===== src/rtl/key_pkg.sv =====
// Shared constants and state encoding for the push-button capture front end.
package key_pkg;

    localparam int KEY_W = 8;
    localparam logic [KEY_W-1:0] ONEHOT_RESET = 8'b00000001;

    typedef enum logic [1:0] {
        IDLE      = 2'd0,
        PRESS_DEB = 2'd1,
        HELD      = 2'd2,
        REL_DEB   = 2'd3
    } key_state_t;

    // Exactly one bit set.
    function automatic logic is_onehot(input logic [KEY_W-1:0] v);
        return (v != '0) && ((v & (v - KEY_W'(1))) == '0);
    endfunction

    // Two or more bits set.
    function automatic logic is_multi(input logic [KEY_W-1:0] v);
        return (v & (v - KEY_W'(1))) != '0;
    endfunction

endpackage


===== src/rtl/sync_2ff.sv =====
// Two-flop synchroniser for asynchronous level inputs; clears to zero on reset.
module sync_2ff #(
    parameter int WIDTH = 8
) (
    input  logic             clk,
    input  logic             rst,
    input  logic [WIDTH-1:0] d,
    output logic [WIDTH-1:0] q
);

    logic [WIDTH-1:0] meta;

    // First flop may go metastable; second flop presents a settled value.
    always_ff @(posedge clk) begin
        if (rst) begin
            meta <= '0;
            q    <= '0;
        end else begin
            meta <= d;
            q    <= meta;
        end
    end

endmodule


===== src/rtl/key_onehot_capture.sv =====
// Debounced single-key capture for 8 push buttons, feeding a 1-of-8 to BCD decoder.
// Optional auto-repeat of the key_valid strobe while a key stays held is built
// only when KEY_ONEHOT_AUTOREPEAT_EN is defined.
module key_onehot_capture
    import key_pkg::*;
#(
    parameter int DEBOUNCE_CYCLES = 16,
    parameter int REPEAT_DELAY    = 64,
    parameter int REPEAT_PERIOD   = 16
) (
    input  logic             clk,
    input  logic             rst,
    input  logic [KEY_W-1:0] keys_raw,
    output logic [KEY_W-1:0] one_of_8,
    output logic             key_valid,
    output logic             key_held,
    output logic             multi_key
);

    localparam int MAX_A   = (DEBOUNCE_CYCLES > REPEAT_DELAY) ? DEBOUNCE_CYCLES : REPEAT_DELAY;
    localparam int CNT_MAX = (MAX_A > REPEAT_PERIOD) ? MAX_A : REPEAT_PERIOD;
    localparam int CNT_W   = $clog2(CNT_MAX + 1);
    // Count value at which one more matching sample completes the debounce.
    localparam logic [CNT_W-1:0] DEB_LAST = CNT_W'(DEBOUNCE_CYCLES - 1);

    function automatic logic [CNT_W-1:0] sat_inc(input logic [CNT_W-1:0] v);
        return (v == {CNT_W{1'b1}}) ? v : v + CNT_W'(1);
    endfunction

    logic [KEY_W-1:0] ks;
    key_state_t       state, state_n;
    logic [KEY_W-1:0] cand, cand_n;
    logic [CNT_W-1:0] cnt, cnt_n;
    logic             accept;
    logic             strobe;

    sync_2ff #(.WIDTH(KEY_W)) u_sync (
        .clk (clk),
        .rst (rst),
        .d   (keys_raw),
        .q   (ks)
    );

    // Debounce FSM: next state, candidate key and shared debounce counter.
    always_comb begin
        state_n = state;
        cand_n  = cand;
        cnt_n   = cnt;
        accept  = 1'b0;
        case (state)
            IDLE: begin
                if (is_onehot(ks)) begin
                    cand_n = ks;
                    cnt_n  = CNT_W'(1);
                    if (DEB_LAST == '0) begin
                        state_n = HELD;
                        accept  = 1'b1;
                    end else begin
                        state_n = PRESS_DEB;
                    end
                end
            end
            PRESS_DEB: begin
                if (ks == cand) begin
                    if (cnt >= DEB_LAST) begin
                        state_n = HELD;
                        accept  = 1'b1;
                    end else begin
                        cnt_n = sat_inc(cnt);
                    end
                end else begin
                    state_n = IDLE;
                    cnt_n   = '0;
                end
            end
            HELD: begin
                if (ks == '0) begin
                    cnt_n   = CNT_W'(1);
                    state_n = (DEB_LAST == '0) ? IDLE : REL_DEB;
                end
            end
            REL_DEB: begin
                if (ks == '0) begin
                    if (cnt >= DEB_LAST) begin
                        state_n = IDLE;
                        cnt_n   = '0;
                    end else begin
                        cnt_n = sat_inc(cnt);
                    end
                end else begin
                    state_n = HELD;
                end
            end
            default: begin
                state_n = IDLE;
                cnt_n   = '0;
            end
        endcase
    end

`ifdef KEY_ONEHOT_AUTOREPEAT_EN
    localparam logic [CNT_W-1:0] DLY_LAST = CNT_W'(REPEAT_DELAY - 1);
    localparam logic [CNT_W-1:0] PER_LAST = CNT_W'(REPEAT_PERIOD - 1);

    logic [CNT_W-1:0] rep_cnt, rep_cnt_n;
    logic             rep_phase, rep_phase_n;   // 0: initial delay, 1: periodic
    logic             rep_fire;

    // Auto-repeat timer: runs while staying in HELD, freezes in REL_DEB,
    // restarts from the delay phase on every entry into HELD.
    always_comb begin
        rep_cnt_n   = rep_cnt;
        rep_phase_n = rep_phase;
        rep_fire    = 1'b0;
        if (state_n == IDLE) begin
            rep_cnt_n   = '0;
            rep_phase_n = 1'b0;
        end else if (state == HELD && state_n == HELD) begin
            if (rep_cnt >= (rep_phase ? PER_LAST : DLY_LAST)) begin
                rep_fire    = 1'b1;
                rep_cnt_n   = '0;
                rep_phase_n = 1'b1;
            end else begin
                rep_cnt_n = sat_inc(rep_cnt);
            end
        end else if (state != HELD && state_n == HELD) begin
            rep_cnt_n   = '0;
            rep_phase_n = 1'b0;
        end
    end

    // Auto-repeat timer registers.
    always_ff @(posedge clk) begin
        if (rst) begin
            rep_cnt   <= '0;
            rep_phase <= 1'b0;
        end else begin
            rep_cnt   <= rep_cnt_n;
            rep_phase <= rep_phase_n;
        end
    end

    assign strobe = accept | rep_fire;
`else
    assign strobe = accept;
`endif

    // State, counter and registered outputs; one_of_8 changes only on acceptance.
    always_ff @(posedge clk) begin
        if (rst) begin
            state     <= IDLE;
            cand      <= '0;
            cnt       <= '0;
            one_of_8  <= ONEHOT_RESET;
            key_valid <= 1'b0;
            key_held  <= 1'b0;
            multi_key <= 1'b0;
        end else begin
            state     <= state_n;
            cand      <= cand_n;
            cnt       <= cnt_n;
            if (accept) begin
                one_of_8 <= cand_n;
            end
            key_valid <= strobe;
            key_held  <= (state_n == HELD) || (state_n == REL_DEB);
            multi_key <= is_multi(ks);
        end
    end

endmodule


===== config.mk =====
export PLATFORM = sky130hd
export DESIGN_NAME = key_onehot_capture
export DESIGN_NICKNAME = d
export VERILOG_FILES = /design/src/rtl/key_pkg.sv /design/src/rtl/sync_2ff.sv /design/src/rtl/key_onehot_capture.sv
export SDC_FILE = /design/constraint.sdc
export NUM_CORES = 1
export LEC_CHECK = 0
export CORE_AREA = 4 4 69 71
export DETAILED_ROUTE_END_ITERATION = 8
export DIE_AREA = 0 0 73 75
export PLACE_DENSITY = 0.68
export SLEW_MARGIN = 20
export SYNTH_ARGS = -nofsm -noshare
export SYNTH_HDL_FRONTEND = slang
export SYNTH_SLANG_ARGS = --single-unit

===== constraint.sdc =====
create_clock -name clk -period 1.9 [get_ports clk]
set_input_delay 0.38 -clock clk [delete_from_list [all_inputs] [get_ports clk]]
set_output_delay 0.38 -clock clk [all_outputs]
set_load 0.02 [all_outputs]

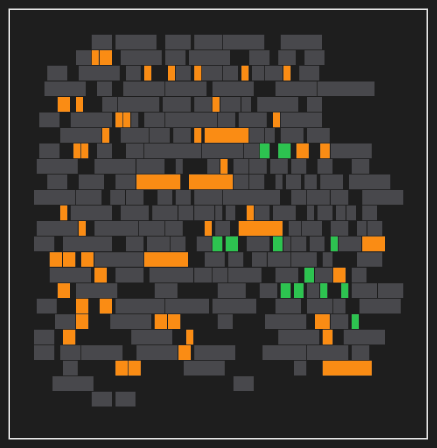
run_1/logic_types.png
Key: green = NAND gates [cells 12]; orange = NOR gates [cells 49, where all over the die]

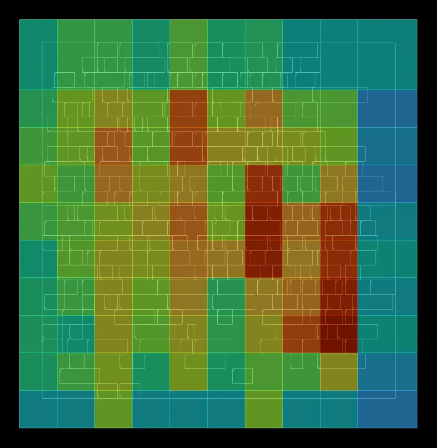
run_1/congestion.png
layer with the highest usage after global routing: met2
post-layout utilization of the core: 0.647
global-route met1 utilization: 0.174
drt wl/cell: 14.7 µm

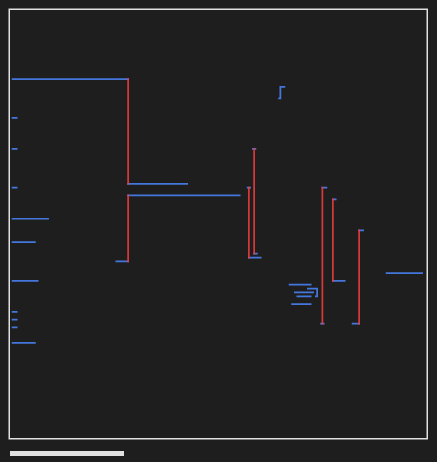
run_1/wires.png
The bar under the picture is 20 µm long. Two of the layers only.
Key: red = metal 4 [wire length 115 µm]; blue = metal 3 [wire length 107 µm]

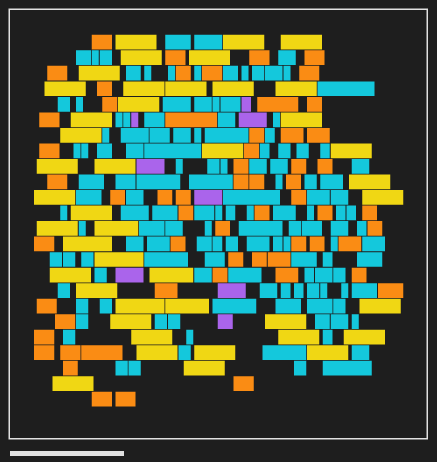
run_1/placement_by_type.png
The bar under the picture is 20 µm long.
Key: purple = clock drivers and dummy loads [cells 8, share of their area 3.2%]; cyan = combinational and other logic [cells 135, share of their area 43%]; yellow = flops [cells 43, share of their area 33%]; orange = other buffers and delay cells [cells 59, share of their area 21%]

==> impl_report.txt, run 1 <==
PHYSICAL IMPLEMENTATION REPORT
----------------------------------------------------
[Pwr]
  Tot Pwr ........................ about 1900 µW
  Leak Pwr ........................ ~0.0011 µW
  Internal cell power ........................ approximately 1400 µW
  Clock power share ........................ 0.285
  Largest power group ........................ registers
  Sequential power ........................ 957 µW
  Fraction of power consumed by combinational cells ........................ 0.220
  Total clock network power ........................ ~550 µW

[Detailed routing]
  Total wirelength of the detailed-routed design ........................ 4370 µm
  ANT nets after route ........................ 0
  1st-iter DRT viols ........................ 87
  Top routing layer in use ........................ met4
  DRT Pass-1 Iters ........................ 4

[GRT]
  Fraction of met2 tracks used by global routing ........................ 0.272
  Met3 usage ........................ 0.0387
  GR Util All Layers ........................ 0.155
  First-pass GRT wire length ........................ 6670 µm
  Maximum number of pins on one net before global-route repair ........................ 37

[Floorplanning]
  Number of well taps ........................ 52
  Fp_density ........................ 0.434
  Width of the die ........................ about 73 µm

[Layout]
  Antenna diode instance count ........................ 0
  Final nets ........................ between 200 and 300
  Final-layout clock-cell area share ........................ 0.0311
  Share of final layout cell area taken by non-clock buffers ........................ 0.205
  Post-route cell area ........................ around 2700 µm²
  Total of fill cells in the finished design ........................ around 340
  Layout clock buffers ........................ 6
  Flops ........................ 43
  Signed area change from the synthesized netlist to the final layout ........................ 49.1%
  Number of logic gates ........................ about 130

[Synth]
  Cell total in the yosys stat output ........................ between 150 and 200
  Synth async-reset ratio ........................ 0
  Dominant register cell in the synthesized netlist ........................ dfxtp_1
  Post-Syn Instances ........................ approximately 190
  Post-Synthesis Cell Area ........................ roughly 1800 µm²
  Number of enable-type register cells in the synthesized netlist ........................ 0
  Yosys warns ........................ 0
  Portion of the post-synthesis area used by sequential elements ........................ 0.469
  Number of distinct library cell variants in the gate-level netlist after synthesis ........................ around 43
  Most common cell in the netlist ........................ dfxtp_1
  Compound-cell area share of the yosys netlist ........................ 0.174
  Area leader share ........................ 0.469
  Net count after synthesis ........................ 196
  Most area-consuming cells after synthesis ........................ dfxtp_1, nor2b_1, mux2i_1, a211oi_1, nor2_1
  Post-Synth Simple-Gate Area ........................ 0.228
  Post-Synth Adder-Cell Area ........................ 0.0123
  Registers, synthesis ........................ between 40 and 50

[Worst setup path]
  Crit-path max FO ........................ 6
  Capturing element of the worst setup path ........................ cnt[1]
  Start point of the critical path ........................ u_sync.q[5]
  Worst R2R End ........................ cnt[1]
  Setup slack of the worst register-to-register path ........................ -140 ps
  WP buf/inv ........................ 2
  Crit path kind ........................ flop to flop
  Largest delay contributor family on the critical path ........................ simple AND/OR/NAND/NOR gates

[Clock network]
  Worst-skew pair later-pin latency ........................ 290 ps
  Post-CTS Resized ........................ 15
  Root buffer cell ........................ clkbuf_8
  Clock slew at the register clock pins of the worst setup and hold paths ........................ 80 ps
  Maximum clock path buffer count ........................ 2
  Number of buffers added by the clock tree synthesis step ........................ 5

[Worst hold path]
  Path type of the worst min-delay path ........................ flop to flop
  Hold depth ........................ 1

[Run status]
  Outcome ........................ finished with violations
  Failing checks ........................ setup timing

[Place]
  Pre-CTS setup slack ........................ -133 ps
  Instance count after placement with tap cells included ........................ 272

[Final timing]
  Worst-Margin Slew ........................ 473 ps
  Count of pins over their slew limit ........................ 0
  Endpoints failing setup ........................ 21
  Fin Clk Skew ........................ between 5 and 6 ps
  Fin worst setup slack ........................ -137 ps
  Final critical delay including setup and external delays ........................ a little over 2000 ps

----------------------------------------------------
run_1/flops_by_reg.png
The bar under the picture is 20 µm long.
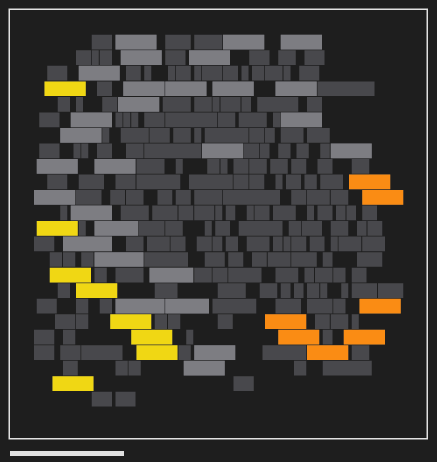

## Run 2: what changed since run 1
--- a/config.mk
+++ b/config.mk
@@ -12,4 +12,5 @@
 export SLEW_MARGIN = 20
 export SYNTH_ARGS = -nofsm -noshare
 export SYNTH_HDL_FRONTEND = slang
+export SYNTH_HIERARCHICAL = 1
 export SYNTH_SLANG_ARGS = --single-unit
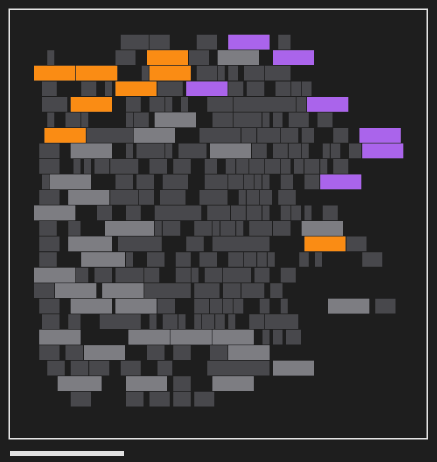
run_2/flops_by_reg.png
The bar under the picture is 20 µm long.
Key: orange = one_of_8 [placed flops 8]; purple = cnt [placed flops 7]

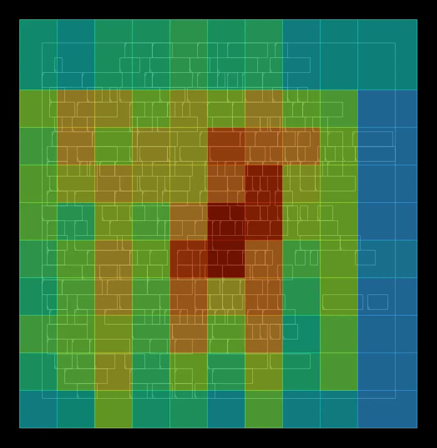
run_2/congestion.png
met3 usage: 0.0427
post-layout utilization of the core: 0.598

==> run 2 against run 1 <==
  * The run still ends with setup timing left
  * Core utilization down 4.8 points
  * Largest cell class unchanged
  * Cell area down 7.5%
  * Combinational power down about 20%
  * Critical path type unchanged
  * Largest power group unchanged
  * Routed wire length down 5.0%
  * Count of clock-buffer cells in the layout unchanged
  * Power up 10%
  * Maximum frequency up 0.15%
==> impl_report.txt, run 2 <==
PHYSICAL IMPLEMENTATION REPORT
----------------------------------------------------
[Run status]
  Outcome ........................ finished with violations
  Failing checks ........................ setup timing

[Worst setup path]
  Startpoint type of the worst setup path ........................ flop
  Start point of the critical path ........................ u_sync/q[5]
  Cell Chain, Critical Path ........................ nor4_4 -> buf_4 -> nand4b_1 -> nand4_1 -> o41ai_4 -> buf_4 -> or4_4 -> a21oi_2
  Startpoint of the lowest-slack register-to-register path ........................ u_sync/q[5]
  Crit path kind ........................ flop to flop
  Capturing element of the worst setup path ........................ cnt[1]
  Setup slack of the worst register-to-register path ........................ -130 ps
  Largest delay contributor family on the critical path ........................ simple AND/OR/NAND/NOR gates
  Number of gates on the worst path with buffers counted ........................ 8
  Worst Setup End Kind ........................ flop
  Crit-path max FO ........................ 7
  Worst R2R End ........................ cnt[1]
  WP buf/inv ........................ 2

[Synth]
  Post-Syn Instances ........................ roughly 190
  Compound-cell area share of the yosys netlist ........................ 0.144
  Dominant register cell in the synthesized netlist ........................ dfxtp_1
  Number of distinct library cell variants in the gate-level netlist after synthesis ........................ about 40
  Net count after synthesis ........................ approximately 200
  Registers, synthesis ........................ 43
  XOR/XNOR Area Share ........................ 0.0383
  Most common cell in the netlist ........................ dfxtp_1
  Cell total in the yosys stat output ........................ between 150 and 200
  Number of enable-type register cells in the synthesized netlist ........................ 0
  Post-Synth Adder-Cell Area ........................ 0.00684
  Area leader share ........................ 0.471
  Post-Synth Simple-Gate Area ........................ 0.266
  Dominant combinational cell family by area after synthesis ........................ simple AND/OR/NAND/NOR gates
  Portion of the post-synthesis area used by sequential elements ........................ 0.471
  Most area-consuming cells after synthesis ........................ dfxtp_1, nor2_1, a211oi_1, mux2i_1, xor2_1
  Post-Synthesis Cell Area ........................ about 1800 µm²
  Synth async-reset ratio ........................ 0
  Yosys warns ........................ 6

[Pwr]
  Internal cell power ........................ between 1500 and 2000 µW
  Largest power group ........................ registers
  Clock power share ........................ 0.389
  Fraction of power consumed by combinational cells ........................ 0.160
  Tot Pwr ........................ roughly 2100 µW
  Total clock network power ........................ 828 µW
  Sequential power ........................ between 900 and 1000 µW
  Switching fraction of total power ........................ 0.230
  Combinational gate power ........................ around 340 µW
  Leak Pwr ........................ 0.000986 µW

[Detailed routing]
  1st-iter DRT viols ........................ 134
  Drt wl/cell ........................ 14.5 µm
  Via-to-Cell Ratio ........................ about 5.5
  WL met1 ........................ 1680 µm
  Routed length on met3 ........................ around 230 µm
  Top routing layer in use ........................ met4
  DRT Pass-1 Iters ........................ 4
  Total wirelength of the detailed-routed design ........................ slightly above 4000 µm
  ANT nets after route ........................ 0
  Via count of the routed design ........................ 1571

[Place]
  Instance count after placement with tap cells included ........................ approximately 270
  Post-detail-place hpwl ........................ between 2000 and 3000 µm
  Pre-CTS setup slack ........................ -217 ps
  Global placer's final weighted congestion ........................ about 0.89
  Buffers added on ports ........................ 20

[Final timing]
  Fin Clk Skew ........................ approximately 4.2 ps
  Tightest slew margin relative to the limit ........................ 0.754
  Worst-Margin Slew ........................ about 370 ps
  Endpoints failing setup ........................ 20
  Worst hold margin ........................ around 440 ps
  Max Clock Freq ........................ 492 MHz
  Final critical-path share of the clock period ........................ 1.07
  Count of pins over their slew limit ........................ 0
  Setup TNS ........................ -1250 ps
  Fin worst setup slack ........................ -134 ps
  Final critical delay including setup and external delays ........................ about 2000 ps
  Final Hold Viols ........................ 0
  Unrepaired setup endpoints after global routing ........................ yes

[Layout]
  Total of fill cells in the finished design ........................ 348
  Non-CTS inverters ........................ 4
  Final nets ........................ between 200 and 250
  Final-layout clock-cell area share ........................ 0.0523
  Flops ........................ approximately 43
  Signed area change from the synthesized netlist to the final layout ........................ 38.6%
  Post-route cell area ........................ 2530 µm²
  Antenna diode instance count ........................ 0
  Layout clock buffers ........................ 6
  Plain + repair buffers ........................ ~47
  Number of logic gates ........................ ~130
  Fraction of layout cells with a size suffix above 1 ........................ 0.315
  Share of final layout cell area taken by non-clock buffers ........................ 0.170
  Combinational fraction of the cell area ........................ 0.403
  Top cell excl fill/tap ........................ dfxtp_1
  Most instantiated logic cells after routing ........................ dfxtp_1, nor2_1, buf_4

[Clock network]
  Number of buffers added by the clock tree synthesis step ........................ 5
  CTS Hold Bufs ........................ 0
  TritonCTS clock tree ........................ built
  Clock slew at the register clock pins of the worst setup and hold paths ........................ about 80 ps
  Post-CTS Resized ........................ 21
  Root buffer cell ........................ clkbuf_8
  Buffer count from post-CTS setup fixing ........................ 2
  Maximum clock path buffer count ........................ 2
  Worst-skew pair later-pin latency ........................ between 200 and 300 ps

[Worst hold path]
  Path type of the worst min-delay path ........................ flop to flop
  Endpoint of the worst hold path ........................ u_sync/q[4]
  Hold depth ........................ 1

[Floorplanning]
  Num ports ........................ 21
  Fp_density ........................ 0.432
  Vert. Die Dim ........................ 75 µm
  Width of the die ........................ 73 µm
  Floorplan row count ........................ 24
  Number of well taps ........................ 52
  Core Area ........................ about 4200 µm²

[GRT]
  GRT Residual Overflow ........................ 0
  Fraction of met2 tracks used by global routing ........................ 0.277
  Maximum number of pins on one net before global-route repair ........................ 27
  Global-route met1 utilization ........................ 0.192
  Via count of the first global-routing pass ........................ between 1.5k and 2k
  GR Util All Layers ........................ 0.163
  Layer with the highest usage after global routing ........................ met2
  First-pass GRT wire length ........................ between 6000 and 7000 µm

----------------------------------------------------
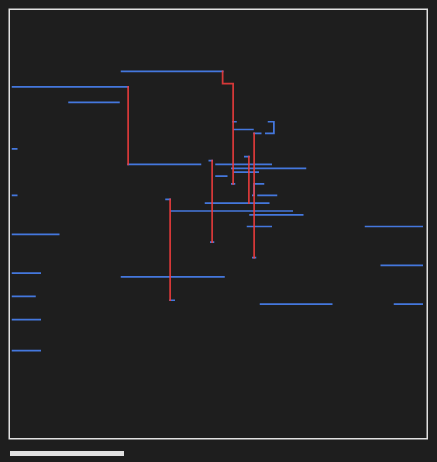
run_2/wires.png
The bar under the picture is 20 µm long. Two of the layers only.
Key: blue = metal 3 [wire length 233 µm]; red = metal 4 [wire length 97.0 µm]

Power and IR drop assume default switching activity.
